==> src/rtl/pipe_stage_reg.sv <==
// ============================================================================
// Module      : pipe_stage_reg
// Description : Two-entry pipeline stage with a skid register. The handshake
//               outputs are decoded from registered state only.
// Revision    : 1.0 - initial release
// ============================================================================
`default_nettype none

module pipe_stage_reg #(
  parameter int unsigned     Size       = 64,
  parameter logic [Size-1:0] ResetValue = '0
) (
  input  logic            clk,
  input  logic            reset,
  input  logic            flush_i,
  input  logic            valid_i,
  input  logic [Size-1:0] data_i,
  output logic            ready_o,
  output logic            valid_o,
  output logic [Size-1:0] data_o,
  input  logic            ready_i,
  output logic [1:0]      count_o
);

  typedef enum logic [1:0] {
    EMPTY = 2'd0,
    ONE   = 2'd1,
    TWO   = 2'd2
  } state_t;

  state_t          r_state;
  logic [Size-1:0] r_main;
  logic [Size-1:0] r_skid;
  logic            w_in_fire;
  logic            w_out_fire;

  // State encoding doubles as the occupancy count.
  assign ready_o    = (r_state != TWO);
  assign valid_o    = (r_state != EMPTY);
  assign count_o    = r_state;
  assign data_o     = r_main;
  assign w_in_fire  = valid_i & ready_o;
  assign w_out_fire = valid_o & ready_i;

  always_ff @(posedge clk or negedge reset) begin
    if (!reset) begin
      r_state <= EMPTY;
      r_main  <= ResetValue;
      r_skid  <= ResetValue;
    end else if (flush_i) begin
      // Data registers keep their contents; only occupancy is discarded.
      r_state <= EMPTY;
    end else begin
      case (r_state)
        EMPTY: begin
          if (w_in_fire) begin
            r_main  <= data_i;
            r_state <= ONE;
          end
        end
        ONE: begin
          if (w_in_fire && w_out_fire) begin
            r_main <= data_i;
          end else if (w_in_fire) begin
            r_skid  <= data_i;
            r_state <= TWO;
          end else if (w_out_fire) begin
            r_state <= EMPTY;
          end
        end
        TWO: begin
          if (w_out_fire) begin
            r_main  <= r_skid;
            r_state <= ONE;
          end
        end
        default: r_state <= EMPTY;
      endcase
    end
  end

endmodule

`default_nettype wire

==> config.mk <==
export PLATFORM = sky130hd
export DESIGN_NAME = pipe_stage_reg
export DESIGN_NICKNAME = d
export VERILOG_FILES = /design/src/rtl/pipe_stage_reg.sv
export SDC_FILE = /design/constraint.sdc
export NUM_CORES = 1
export LEC_CHECK = 0
export ABC_AREA = 1
export ABC_CLOCK_PERIOD_IN_PS = 2900
export CORE_MARGIN = 1
export CORE_UTILIZATION = 54
export DETAILED_ROUTE_END_ITERATION = 6
export PLACE_DENSITY = 0.87
export SLEW_MARGIN = 20
export SYNTH_ARGS = -nofsm -noshare
export SYNTH_HDL_FRONTEND = slang
export SYNTH_SLANG_ARGS = --single-unit
==> constraint.sdc <==
create_clock -name clk -period 2.9 [get_ports clk]
set_input_delay 0.435 -clock clk [delete_from_list [all_inputs] [get_ports clk]]
set_output_delay 0.435 -clock clk [all_outputs]
set_load 0.02 [all_outputs]
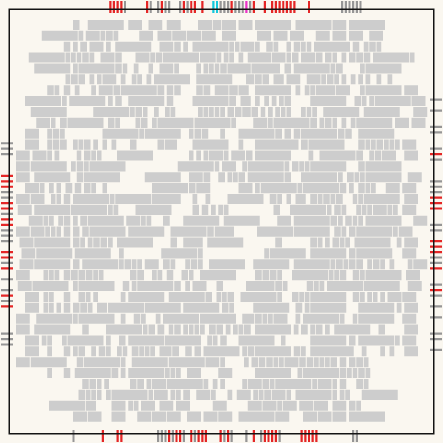
(I/O pins on the die edge)
Drawn at 4 px/um. Pins as bars across the die edge, other pins in grey.
legend:
  magenta:
    port: flush_i
    pins: 1
    direction: input
    edge: top
  cyan:
    port: count_o
    pins: 2
    direction: output
    edge: top
  red:
    port: data_i
    pins: 64
    direction: input
    edge: 22 bottom, 21 top, 12 left, 9 right
all pins by edge: 44 top, 36 bottom, 29 right, 28 left

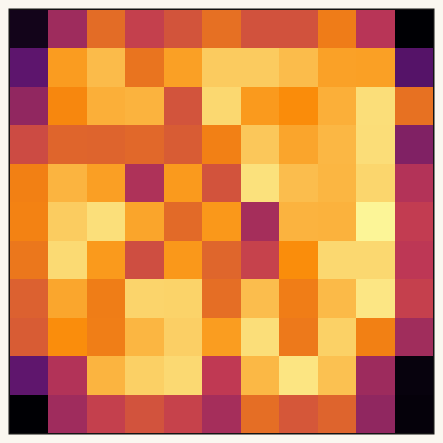
(cell area per tile)
Drawn at 4 px/um. The die is cut into 11 by 11 equal tiles; black is low, pale yellow is high, 0 to 100% covered.
fullest tile: 98%
nearly empty tiles: 2.5%
mean over tiles: 68%
tiles over 75% full: 46%
Core Density at Floorplan: 56.0%
core area: 10400 um2
final core utilization: 74.7%

==> run summary <==
The flow run is done. DRC violations left landed at 0. Final hold analysis gives a worst-case slack of 0.469 ns. Per the timing report, the biggest fanout along the worst path comes to 47. The synthesized design contains 130 register bits. The endpoint identified for the worst register-to-register timing path is data_o[63]. Per STA, the worst path is made up of inv_2 -> nand2_4 -> clkdlybuf4s50_1. Data required time of the worst path landed at 2.47 ns. Die boundary height landed at 106 um. Along the worst hold path, the cell count comes to 2. Note that the worst hold path type here is reg -> reg. In this run the top signal layer used is met4. The worst setup path is captured at an output port.

The clock arrives with 0.00704 ns of skew. Worst-margin pin slew landed at 0.766 ns. Maximum buffer depth of the clock tree landed at 2. According to the I/O placement log, the pin count is about 140.

Number of levels the H-tree was split into landed at 4. Met3 layer wire length in the routed design landed at 844 um. Half-perimeter wire length of the detailed placement result landed at 8.91 mm. Total congestion overflow after global routing landed at 0. After synthesis the cells add up to 5810 um2. Max-capacitance violation count landed at 0.

Clock latency on the worst-skew pair landed at 0.51 ns. The final route contains 5218 vias. Global-route wire length before repair landed at roughly 24 mm. Counting every sink on the clock net gives 130. After the first detailed-routing iteration, the DRC count stood at 305.

Fraction of the yosys area taken by sequential cells landed at 56.0%. Power per unit of standard cell area landed at 770 nW/um2. The final timing report lists a hold violation count of 0.

For this design, Yosys synthesis ends with a cell count of 713. In this run the horizontal extent of the chip is ~110 um. Max-slew headroom at the worst pin landed at about half. Counting both buffers and inverters, the worst setup path holds a total of 2. Worst IR drop on VDD landed at 0.000426 V. Number of cells on the worst reg-to-reg path landed at 7. The worst setup path is launched from a register. The floorplan has 37 rows.

For reference, the clock transition at the flip-flops on the worst setup and hold paths is 0.06 ns. The power report puts the leakage power at 3.98 nW. Number of nets with antenna violations after routing landed at 0. The run finished with clean final reports. Amount of wire on met2 after detailed routing landed at 7.40 mm.

The layout summary lists the proportion of cells stronger than drive strength 1 as 4.99%. In the final design database the tool counted 897 nets. Area growth from synthesis to final layout landed at 33.2%.
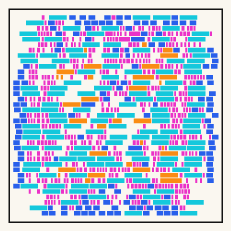
(cells coloured by class)
Drawn at 2 px/um.
legend:
  cyan:
    class: registers
    cells: 130
  magenta:
    class: remaining logic cells
    cells: 535
  blue:
    class: remaining buffers and delay cells
    cells: 144
  orange:
    class: clock drivers and dummy loads
    cells: 32

cell usage after synthesis:
cell type | n | area share (%)
sky130_fd_sc_hd__inv_2 | 2 | 0.13
sky130_fd_sc_hd__a21oi_1 | 65 | 5.6
sky130_fd_sc_hd__buf_6 | 3 | 0.58
sky130_fd_sc_hd__nand4_1 | 2 | 0.22
sky130_fd_sc_hd__nand2_1 | 197 | 13
sky130_fd_sc_hd__nor2_1 | 66 | 4.3
sky130_fd_sc_hd__o21ai_2 | 1 | 0.15
sky130_fd_sc_hd__o21ai_1 | 2 | 0.17
sky130_fd_sc_hd__dfrtp_1 | 130 | 56
sky130_fd_sc_hd__inv_1 | 67 | 4.3
sky130_fd_sc_hd__clkbuf_1 | 2 | 0.13
sky130_fd_sc_hd__nand3_1 | 67 | 5.8
sky130_fd_sc_hd__o21ai_0 | 62 | 5.3
sky130_fd_sc_hd__buf_4 | 10 | 1.3
sky130_fd_sc_hd__buf_2 | 33 | 2.8
sky130_fd_sc_hd__nand2_2 | 3 | 0.32
sky130_fd_sc_hd__a21oi_2 | 1 | 0.15
worst min-delay path, cell delays in order, from the launching register on:
cell and delay [ns]:
sky130_fd_sc_hd__dfrtp_1 0.34, sky130_fd_sc_hd__nand2_1 0.05, sky130_fd_sc_hd__nand2_1 0.05
kinds of logic (layout without fill, tap and decap cells):
kind of cell / Yosys count / count (layout) / synth area share, %
buffers and inverters: 117 / 245 / 9.30
AOI/OAI and AO/OA: 131 / 131 / 11.4
and+or+nand+nor: 335 / 335 / 23.3
DFF: 130 / 130 / 56.0
worst min path at each step:
stage	from	to	slack, ns
floorplan	reset	count_o[0]	0.14
CTS	data_o[45]	data_o[45]	0.47
detailed placement	data_o[45]	data_o[45]	0.46
finish	data_o[45]	data_o[45]	0.47
global route	data_o[48]	data_o[48]	0.51
global placement	data_o[29]	data_o[29]	0.45
routing by layer:
metal,up-vias,GRT usage (%)
li1,2477,-
met1,2490,33.8
met2,212,46.4
met3,39,6.18
met4,0,12.7
met5,-,0
report_power, final:
group	leakage (nW)	switching, W	internal [W]
clock	0.273	0.000749	0.00127
sequential	1.57	0.000239	0.00227
combinational	2.14	0.000789	0.000641
repair_timing:
item	CTS	global route
hold endpoints to repair	50	0
hold buffers	1	0
buffers inserted	0	0
setup endpoints to repair	0	0
sequential cells by signal, summed over array words and instances (netlist names):
signal   flops
count_o      2
data_o      64
r_skid      64
through the flow:
stage	instances	worst slack [ns]	cell area [um2]
after detailed placement	944	0.700	7170
after global routing	977	0.133	7740
after floorplan	713	1.39	5810
after global placement	944	0.800	7170
final	977	0.242	7740
after CTS	977	0.252	7740
cell type report:
type | instances | area, um2 | area share [%]
flip-flops and latches | 130 | 3250 | 42.0
repair buffers | 144 | 1460 | 18.8
well taps | 136 | 170 | 2.20
clock buffers | 24 | 460 | 5.95
clock inverters | 8 | 104 | 1.34
inverters | 69 | 259 | 3.35
multi-input cells | 466 | 2040 | 26.3
Power figures rest on the tool's default switching activity, not on a simulated workload.
